**Run 1: routing congestion map**

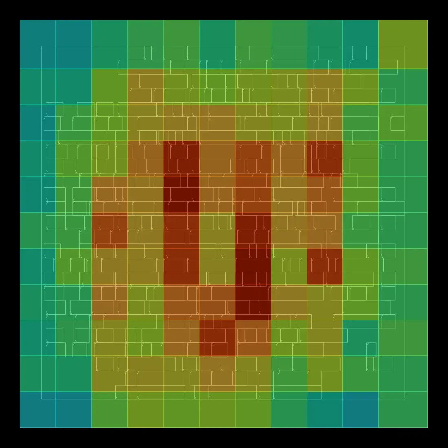
**Run 1: M3 wires**

The bar under the picture is 20 µm long. Cells faint in the background.
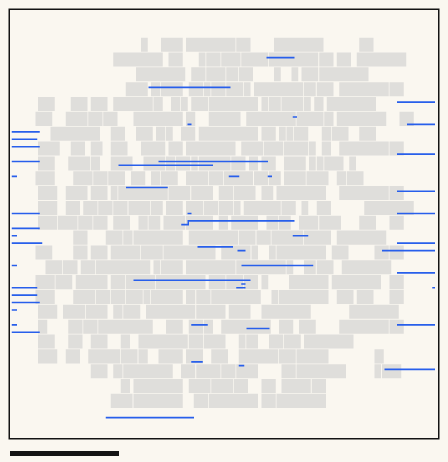
**Run 1: gate families picked out**

The bar under the picture is 20 µm long.
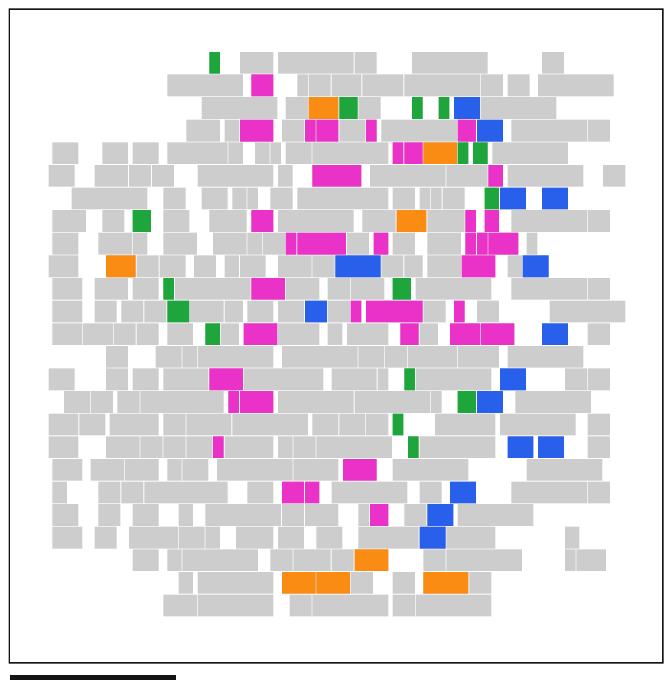
**Run 1: layout detail**

The bar under the picture is 10 µm long. Region (38, 0) to (78, 40) µm. Cells in grey, sequential cells in the stronger grey; small squares are vias.
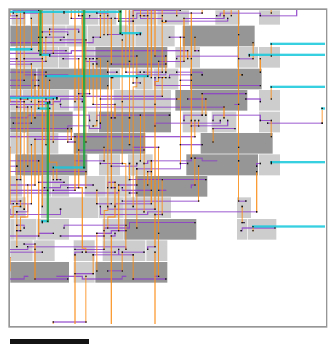
**src/rtl/int_to_float.sv**
```systemverilog
// int_to_float: serial 16-bit integer to IEEE-754 half-precision encoder.
// The magnitude is left-normalised one bit per clock, then packed with
// truncation; any nonzero discarded bits raise precisionLost.
module int_to_float #(
  parameter bit SIGNED = 1'b1
) (
  input  logic        clk,
  input  logic        reset,
  input  logic        start,
  input  logic [15:0] in_int,
  output logic        busy,
  output logic        done,
  output logic [15:0] result,
  output logic        zero,
  output logic        precisionLost
);

  typedef enum logic [1:0] {StIdle, StNorm, StDone} state_e;

  localparam logic [4:0] ExpStart = 5'd30;

  state_e      r_state;
  logic        r_sign;
  logic [15:0] r_mag;
  logic [4:0]  r_exp;
  logic        r_busy;
  logic        r_done;
  logic [15:0] r_result;
  logic        r_zero;
  logic        r_lost;

  logic        w_sign;
  logic [15:0] w_mag;

  // Operand capture: -32768 negates to 16'h8000, which fits unsigned.
  always_comb begin
    w_sign = SIGNED & in_int[15];
    w_mag  = w_sign ? (~in_int + 16'd1) : in_int;
  end

  // Control FSM with registered status and result outputs.
  always_ff @(posedge clk or posedge reset) begin
    if (reset) begin
      r_state  <= StIdle;
      r_sign   <= 1'b0;
      r_mag    <= 16'h0000;
      r_exp    <= 5'd0;
      r_busy   <= 1'b0;
      r_done   <= 1'b0;
      r_result <= 16'h0000;
      r_zero   <= 1'b0;
      r_lost   <= 1'b0;
    end else begin
      unique case (r_state)
        StIdle, StDone: begin
          r_done <= 1'b0;
          if (start) begin
            r_sign  <= w_sign;
            r_mag   <= w_mag;
            r_exp   <= ExpStart;
            r_busy  <= 1'b1;
            r_state <= StNorm;
          end else begin
            r_state <= StIdle;
          end
        end
        StNorm: begin
          if (r_mag == 16'h0000) begin
            // Zero input always packs as +0.
            r_result <= 16'h0000;
            r_zero   <= 1'b1;
            r_lost   <= 1'b0;
            r_busy   <= 1'b0;
            r_done   <= 1'b1;
            r_state  <= StDone;
          end else if (r_mag[15]) begin
            // Hidden bit is mag[15]; the fraction is truncated.
            r_result <= {r_sign, r_exp, r_mag[14:5]};
            r_zero   <= 1'b0;
            r_lost   <= |r_mag[4:0];
            r_busy   <= 1'b0;
            r_done   <= 1'b1;
            r_state  <= StDone;
          end else begin
            r_mag <= {r_mag[14:0], 1'b0};
            r_exp <= r_exp - 5'd1;
          end
        end
        default: begin
          r_busy  <= 1'b0;
          r_done  <= 1'b0;
          r_state <= StIdle;
        end
      endcase
    end
  end

  assign busy          = r_busy;
  assign done          = r_done;
  assign result        = r_result;
  assign zero          = r_zero;
  assign precisionLost = r_lost;

endmodule
```
**config.mk**
```make
export PLATFORM = sky130hd
export DESIGN_NAME = int_to_float
export DESIGN_NICKNAME = d
export VERILOG_FILES = /design/src/rtl/int_to_float.sv
export SDC_FILE = /design/constraint.sdc
export NUM_CORES = 1
export LEC_CHECK = 0
export CORE_MARGIN = 4
export CORE_UTILIZATION = 45
export CTS_CLUSTER_SIZE = 20
export DETAILED_ROUTE_END_ITERATION = 7
export GPL_TIMING_DRIVEN = 1
export PLACE_DENSITY_LB_ADDON = 0.3
export RECOVER_POWER = 50
export SETUP_SLACK_MARGIN = 0.3
export SYNTH_ARGS = -nofsm -noshare
export SYNTH_HDL_FRONTEND = slang
export SYNTH_SLANG_ARGS = --single-unit
```
**constraint.sdc**
```tcl
create_clock -name clk -period 1.9 [get_ports clk]
set_input_delay 0.285 -clock clk [delete_from_list [all_inputs] [get_ports clk]]
set_output_delay 0.285 -clock clk [all_outputs]
set_load 0.1 [all_outputs]
```
==> results.sh, run 1 <==
# implementation run metrics
export IMPL_status="finished with violations"
export IMPL_violations="setup timing"
export IMPL_placed_cell_area_um2=3005
export IMPL_synthTopCellsByCount="dfrtp_1, nor2_1, o21ai_0"
export IMPL_crit_reg2reg_launch="r_mag[4]"
export IMPL_ys_seq_share_pct=49.33
export IMPL_num_antenna_cells=0
export IMPL_clk_pin_slew_ns=0.07
export IMPL_ys_types=48
export IMPL_min_path_type="flop to flop"
export IMPL_die_h_um=78.43
export IMPL_finalHoldViolations=0
export IMPL_layout_nets=329
export IMPL_finalSetupViolations=24
export IMPL_cp_startpoint="r_mag[4]"
export IMPL_postLayoutCellArea_um2=3492
export IMPL_grt_pass1_wl_um=9701
export IMPL_io_buffers=38
export IMPL_insertion_delay_ns=0.29
export IMPL_rr_endpoint="result[2]"
export IMPL_postCtsHoldBufs=0
export IMPL_cp_max_fo=12
export IMPL_r2r_setup_slack_ns=-0.07
export IMPL_worstMarginPinSlew_ns=1.081
export IMPL_syn_to_final_growth_pct=56.45
export IMPL_warning_count=29
export IMPL_r2r_cells=6
export IMPL_pin_count=39
export IMPL_hpwl_um=3950
export IMPL_pre_cts_ws_ns=-0.5129
export IMPL_gp_congestion=0.8284
export IMPL_met1_length_um=2600
export IMPL_avgViaCountPerCell=5.481
export IMPL_holdPathStages=2
export IMPL_setup_worst_path_end_class="flop"
export IMPL_dr_total_vias=2050
export IMPL_maxCapViolations=0
export IMPL_yosys_cells=221
export IMPL_min_to="done"
export IMPL_required_ns=2.08
export IMPL_n_fill_cell=340
export IMPL_chip_area_um2=6151
export IMPL_clockBufferDepth=2
export IMPL_yosysTopAreaCellShare_pct=49.33
export IMPL_htreeDepth=2
export IMPL_setup_slack_ns=-0.07464
Back to the opening pictures, 'routing congestion map':
Total GRT Usage: 19.85%
utilization after layout: 73.45%
grt met2 use: 33.13%
GR Layer Usage met1: 25.97%

Back to the opening pictures, 'M3 wires':
The longest straight run is 21.2 µm. 42 nets have wire on it. The wires run mostly horizontal. The layer holds 4.7% of the routed length.

Back to the opening pictures, 'gate families picked out':
Key: multiplexers = orange [cells 8, most used mux2_2]; NOR gates = magenta [cells 36, most used nor2_1]; AND-OR and OR-AND gates = blue [cells 15, most used a22o_1]; NAND gates = green [cells 16, most used nand2_1]

Back to the opening pictures, 'layout detail':
Key: met4 = green; met3 = cyan; met2 = orange; met1 = purple
Sequential cells in the window: 15. 69 logic cells have their middle in the window. Most frequent: buf_4 (16), dfrtp_1 (15), a22o_1 (8). Netlist names of flops here include `result` (10), `r_mag` (3).

## run 1: stage by stage
stage,utilization (%),std cells
floorplan,-,221
global placement,63.21,356
detailed placement,63.21,356
CTS,71.16,368
global route,73.45,374
finish,73.45,374
## run 1: cells by family (layout without fill, tap and decap cells)
family / after synthesis / in the layout / share of synthesized area, %
adders and majority gates: 2 / 2 / 1.121
xor gates and xnor gates: 12 / 12 / 4.708
muxes: 8 / 8 / 3.868
AOI/OAI and AO/OA: 62 / 62 / 19.90
buffers and inverters: 27 / 113 / 5.044
DFF: 44 / 44 / 49.33
and+or+nand+nor: 66 / 66 / 16.03
## run 1: final cells by class
class	instances	area [µm²]	area share, %
multi-input combinational	150	1323	37.87
sequential	44	1101	31.53
timing repair buffer	93	800.8	22.93
tap	67	83.83	2.401
inverter	13	73.82	2.114
clock buffer	5	68.82	1.971
clock inverter	1	30.03	0.8599
timing repair inverter	1	11.26	0.3225
## run 1: routing by layer
layer / track usage (%) / vias up
li1: - / 982
met5: 0 / -
met4: 7.168 / 0
met3: 3.440 / 14
met1: 25.97 / 993
met2: 33.13 / 61
## run 1: worst max-delay path, cell delays in order, from the launching register on
cell and delay (ns):
dfrtp_1 0.40, or4_4 0.56, nor3_4 0.19, and3_4 0.25, o21ai_4 0.11, buf_12 0.17
a22o_1 0.18
**Run 1: M1 wires**

The bar under the picture is 20 µm long. Supply wires on this layer in grey.
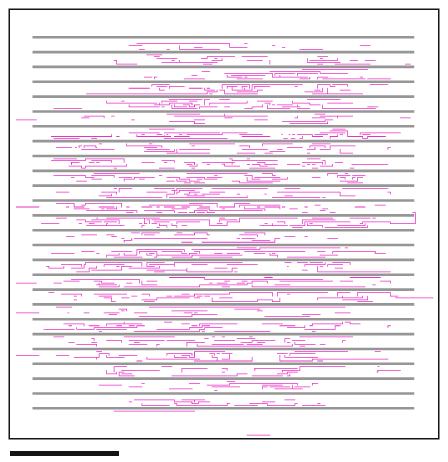

==> run 2: changes to the inputs <==
==> constraint.sdc (replaced) <==
create_clock -name clk -period 2.5 [get_ports clk]
set_input_delay 0.375 -clock clk [delete_from_list [all_inputs] [get_ports clk]]
set_output_delay 0.375 -clock clk [all_outputs]
set_load 0.1 [all_outputs]
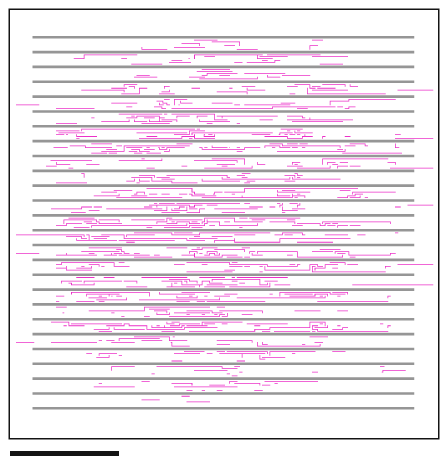
**Above:** run 2 (M1 wires).
The bar under the picture is 20 µm long. Supply wires on this layer in grey.
The wires run mostly horizontal. The longest straight run is 20.7 µm. 253 nets have wire on it. The layer holds 47% of the routed length.

==> run 2 against run 1 <==
Worst hold slack worse by 0.0037 ns. Die area unchanged. The flow now finishes without violations. Global-route usage decreased by 2.8 points. First-iteration DRC count shrank 13%. Critical path type is now input port to flop. Clock skew about the same. Largest cell class is now registers.
==> results.sh, run 2 <==
# implementation run metrics
export IMPL_r2r_setup_slack_ns=0.37
export IMPL_slowest_delay_ns=0.58
export IMPL_hpwl_um=3636
export IMPL_yosysTopAreaCellShare_pct=49.33
export IMPL_worstSetupPathDepth=6
export IMPL_worst_path_buf_inv=1
export IMPL_required_ns=2.74
export IMPL_holdPathStages=2
export IMPL_grt_pass1_wl_um=8335
export IMPL_avgViaCountPerCell=5.467
export IMPL_yosys_cells=221
export IMPL_dr_total_vias=1837
export IMPL_fin_cells=336
export IMPL_chip_area_um2=6151
export IMPL_clockBufferDepth=2
export IMPL_maxCapViolations=0
export IMPL_ys_area_um2=2232
export IMPL_worstMarginPinSlew_ns=1.170
export IMPL_min_path_type="flop to flop"
export IMPL_clk_pin_slew_ns=0.08
export IMPL_crit_reg2reg_launch="r_mag[6]"
export IMPL_grt_overflow_total=0
export IMPL_crit_path_cell_trace="clkdlybuf4s50_1, or4_4, or3_1, or4_1, o21ai_1, o21a_1"
export IMPL_postLayoutCellArea_um2=2815
export IMPL_gp_congestion=0.8485
export IMPL_r2r_cells=6
export IMPL_synthTopCellsByCount="dfrtp_1, nor2_1, o21ai_0"
export IMPL_rsz0062_at_grt="true"
export IMPL_htreeDepth=2
export IMPL_skew_ns=0.006657
export IMPL_fin_util_pct=59.21
export IMPL_ys_warn_count=0
export IMPL_ys_seq_share_pct=49.33
export IMPL_ys_types=48
export IMPL_initial_core_util_pct=46.95
export IMPL_cp_startpoint="in_int[10]"
export IMPL_cp_max_fo=4
export IMPL_warning_count=27
export IMPL_mostFrequentLayoutCells="dfrtp_1, buf_4, nor2_1"
export IMPL_cpMaxStageDelayCell="or4_4"
export IMPL_finalHoldViolations=0
export IMPL_min_to="done"
export IMPL_final_common_cell="dfrtp_1"
export IMPL_top_area_cell="dfrtp_1"
export IMPL_crit_family="simple AND/OR/NAND/NOR gates"
export IMPL_pin_count=39
export IMPL_cp_arrival_ns=2.40
export IMPL_met1_length_um=2406
export IMPL_rr_endpoint="result[15]"
export IMPL_critPathCapture="r_mag[15]"
export IMPL_status="finished clean"
export IMPL_placed_cell_area_um2=2680
export IMPL_postCtsHoldBufs=0
export IMPL_die_h_um=78.43
export IMPL_io_buffers=38
export IMPL_finalSetupViolations=0
export IMPL_num_antenna_cells=0
export IMPL_grt_total_usage_pct=17.01
export IMPL_setup_worst_path_end_class="flop"
export IMPL_insertion_delay_ns=0.30
export IMPL_syn_to_final_growth_pct=26.12
export IMPL_layout_nets=289
export IMPL_dpl_cell_count=325
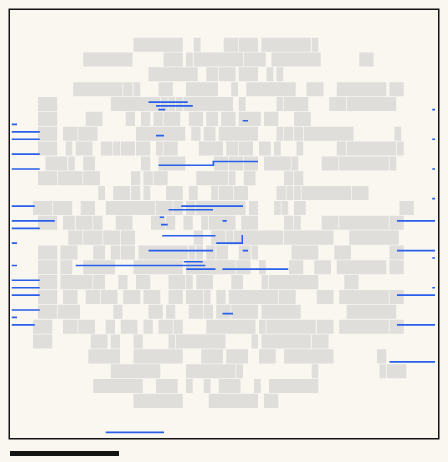
**Above:** run 2 (M3 wires).
The bar under the picture is 20 µm long. Cells faint in the background.
41 nets have wire on it. The wires run mostly horizontal. The layer holds 4.6% of the routed length. The layer carries 236 µm of wire.

[run 2: cell counts after synthesis]
No cell type changed its count.
[run 2: worst min-delay path, stage by stage (launching register included)]
cell and delay (ns):
dfrtp_1 0.35, nand2_1 0.05, nand2_1 0.05
[run 2: layer usage]
metal,GRT usage (%),vias up
met5,0,-
met4,6.294,0
met3,4.014,10
met2,26.97,60
met1,22.71,869
li1,-,898
[run 2: cell type report]
type | instances | area (µm²)
clock buffers | 5 | 68.82
clock inverters | 3 | 23.77
fillers | 423 | 1939
inverters | 13 | 48.80
multi-input cells | 150 | 1050
flip-flops and latches | 44 | 1101
well taps | 67 | 83.83
repair buffers | 54 | 439.2
[run 2: cell families (layout without fill, tap and decap cells)]
logic type	count (synthesis)	after routing	share of synthesized area (%)
AND/OR/NAND/NOR	66	66	16.03
AND-OR/OR-AND	62	62	19.90
flip-flops	44	44	49.33
buffers and inverters	27	75	5.044
XOR/XNOR	12	12	4.708
multiplexers	8	8	3.868
adder cells (fa/ha/maj)	2	2	1.121
[run 2: stage by stage]
step	setup WS [ns]	setup TNS (ns)
after floorplan	0.5519	0
final	0.3353	0
after global routing	0.2751	0
after CTS	0.3089	0
after global placement	0.05533	0
after detailed placement	-0.01775	-0.01775
**Run 2: layout detail**

The bar under the picture is 10 µm long. Region (38, 0) to (78, 40) µm. Cells in grey, sequential cells in the stronger grey; small squares are vias.
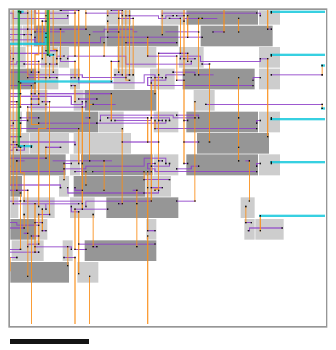

==> run 3: changes to the inputs <==
--- a/config.mk
+++ b/config.mk
@@ -5,11 +5,11 @@
 export SDC_FILE = /design/constraint.sdc
 export NUM_CORES = 1
 export LEC_CHECK = 0
-export CORE_MARGIN = 4
+export CORE_MARGIN = 1
 export CORE_UTILIZATION = 45
-export CTS_CLUSTER_SIZE = 20
 export DETAILED_ROUTE_END_ITERATION = 7
 export GPL_TIMING_DRIVEN = 1
+export HOLD_SLACK_MARGIN = 0.02
 export PLACE_DENSITY_LB_ADDON = 0.3
 export RECOVER_POWER = 50
 export SETUP_SLACK_MARGIN = 0.3
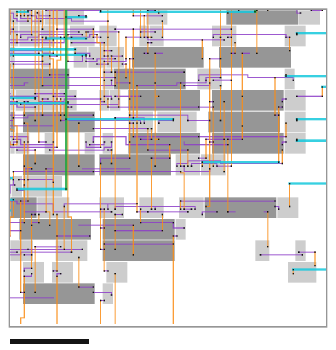
**Above:** run 3 (layout detail).
The bar under the picture is 10 µm long. Region (32, 0) to (72, 40) µm. Cells in grey, sequential cells in the stronger grey; small squares are vias.
Key: met2 = orange; met1 = purple; met4 = green; met3 = cyan
Most frequent: dfrtp_1 (18), buf_4 (10), a22o_1 (8). Sequential cells in the window: 18. 72 logic cells have their middle in the window. Netlist names of flops here include `result` (11), `r_mag` (5).

==> run 3 against run 2 <==
Global-route usage rose by 3.1 points. Fmax rose by 3.3%.
==> results.sh, run 3 <==
# implementation run metrics
export IMPL_status="finished clean"
export IMPL_cp_arrival_ns=2.34
export IMPL_flop_cell="dfrtp_1"
export IMPL_num_antenna_cells=0
export IMPL_grt_overflow_total=0
export IMPL_yosys_cells=221
export IMPL_finalSetupViolations=0
export IMPL_gp_congestion=0.8689
export IMPL_cts_sinks=44
export IMPL_setup_slack_ns=0.4054
export IMPL_yosysTopAreaCellShare_pct=49.33
export IMPL_min_to="r_mag[0]"
export IMPL_numSynthFlops=44
export IMPL_required_ns=2.74
export IMPL_die_h_um=72.43
export IMPL_fmax_mhz=477.4
export IMPL_layout_drive_gt1_share_pct=20.60
export IMPL_layout_nets=287
export IMPL_drt_iter0_drc=83
export IMPL_n_fill_cell=433
export IMPL_rows=25
export IMPL_htreeDepth=2
export IMPL_fin_util_pct=59.13
export IMPL_io_buffers=38
export IMPL_grt_total_usage_pct=20.11
export IMPL_critPathCapture="r_mag[15]"
export IMPL_warning_count=26
export IMPL_mostFrequentLayoutCells="dfrtp_1, buf_4, nor2_1"
export IMPL_hpwl_um=3430
export IMPL_synth_most_common_cell="dfrtp_1"
export IMPL_r2r_setup_slack_ns=0.42
export IMPL_synthTopCellsByCount="dfrtp_1, nor2_1, o21ai_0"
export IMPL_ys_warn_count=0
export IMPL_cp_max_fo=3
export IMPL_wl_per_cell_um=14.31
export IMPL_setup_worst_path_end_class="flop"
export IMPL_worstMarginPinSlew_ns=1.165
export IMPL_top_cells_by_area="dfrtp_1, a22o_1, o21ai_0"
export IMPL_initial_core_util_pct=46.95
export IMPL_synth_area_um2=2232
export IMPL_insertion_delay_ns=0.30
export IMPL_ys_seq_share_pct=49.33
export IMPL_avgViaCountPerCell=5.440
export IMPL_cts_made_buffers=5
export IMPL_chip_area_um2=5246
export IMPL_skew_ns=0.004782
export IMPL_ys_types=48
export IMPL_top_area_cell="dfrtp_1"
export IMPL_clockBufferDepth=2
export IMPL_syn_to_final_growth_pct=25.95
export IMPL_synth_nets=242
export IMPL_fin_hold_ws_ns=0.4105
export IMPL_pre_cts_ws_ns=-0.03721
export IMPL_drc_errors=0
export IMPL_min_from="in_int[0]"
export IMPL_coreArea_um2=4755
export IMPL_holdPathStages=3
export IMPL_finalHoldViolations=0
export IMPL_cp_startpoint="in_int[7]"
export IMPL_maxCapViolations=0
export IMPL_rsz0062_at_grt="false"
export IMPL_dr_total_vias=1817
export IMPL_rr_endpoint="result[0]"
export IMPL_final_common_cell="dfrtp_1"
export IMPL_firstDrtPassIters=4
export IMPL_min_path_type="input port to flop"
export IMPL_pin_count=39
export IMPL_startpoint_type="input port"
export IMPL_r2r_cells=5
export IMPL_grt_pass1_wl_um=8121
export IMPL_syn_mean_instance_area_um2=10.10
export IMPL_crit_reg2reg_launch="r_mag[4]"
export IMPL_clk_pin_slew_ns=0.08
export IMPL_ys_area_um2=2232
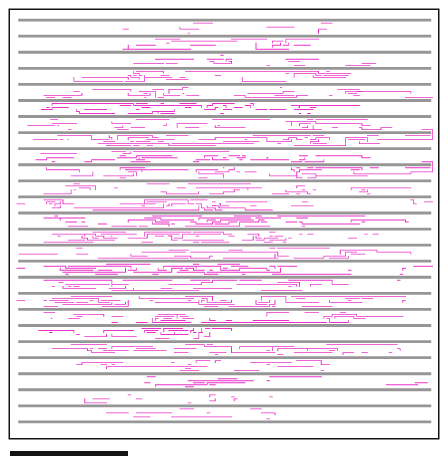
**Above:** run 3 (M1 wires).
The bar under the picture is 20 µm long. Supply wires on this layer in grey.
The longest straight run is 22.5 µm. The layer holds 47% of the routed length. The layer carries 2,270 µm of wire.

run 3: cell counts after synthesis:
Identical to the previous run, type by type.
run 3: logic make-up after synthesis:
kind of cell             Yosys count  synth area share (%)
XOR/XNOR                          12                 4.708
AND/OR/NAND/NOR                   66                 16.03
AND-OR/OR-AND                     62                 19.90
buffers and inverters             27                 5.044
multiplexers                       8                 3.868
adder cells (fa/ha/maj)            2                 1.121
flip-flops                        44                 49.33
run 3: what timing repair did:
action | 4_1_cts | 5_1_grt
resized | 2 | 15
setup buffers | 0 | 2
cloned | 0 | 0
pin swaps | 0 | 2
hold buffers | 0 | 0
endpoints found under the setup margin | 2 | 10
run 3: worst max-delay path, cell delays in order:
cell and delay, ns:
clkdlybuf4s50_1 0.42, or4_4 0.55, or3_4 0.38, or4_4 0.42, o21ai_2 0.07, o21a_1 0.12
run 3: layout make-up:
type,instances,area (µm²),area share (%)
clock buffers,6,82.58,2.937
inverters,13,48.80,1.736
clock inverters,2,10.01,0.3560
flip-flops and latches,44,1101,39.16
multi-input cells,150,1079,38.36
well taps,67,83.83,2.982
repair buffers,52,406.6,14.46
run 3: metrics by stage:
stage / TNS [ns] / cells / cell area [µm²]
after floorplan: 0 / 221 / 2232
final: 0 / 334 / 2811
after detailed placement: -0.03721 / 324 / 2673
after global routing: 0 / 334 / 2811
after global placement: 0 / 324 / 2673
after CTS: 0 / 332 / 2774
run 3: metal layers:
layer  track usage [%]  vias up  wire (µm)
li1                  -      892          -
met1             28.02      852       2268
met2             30.94       65       2186
met3             3.750        8        238
met4             8.279        0         86
met5                 0        -          0
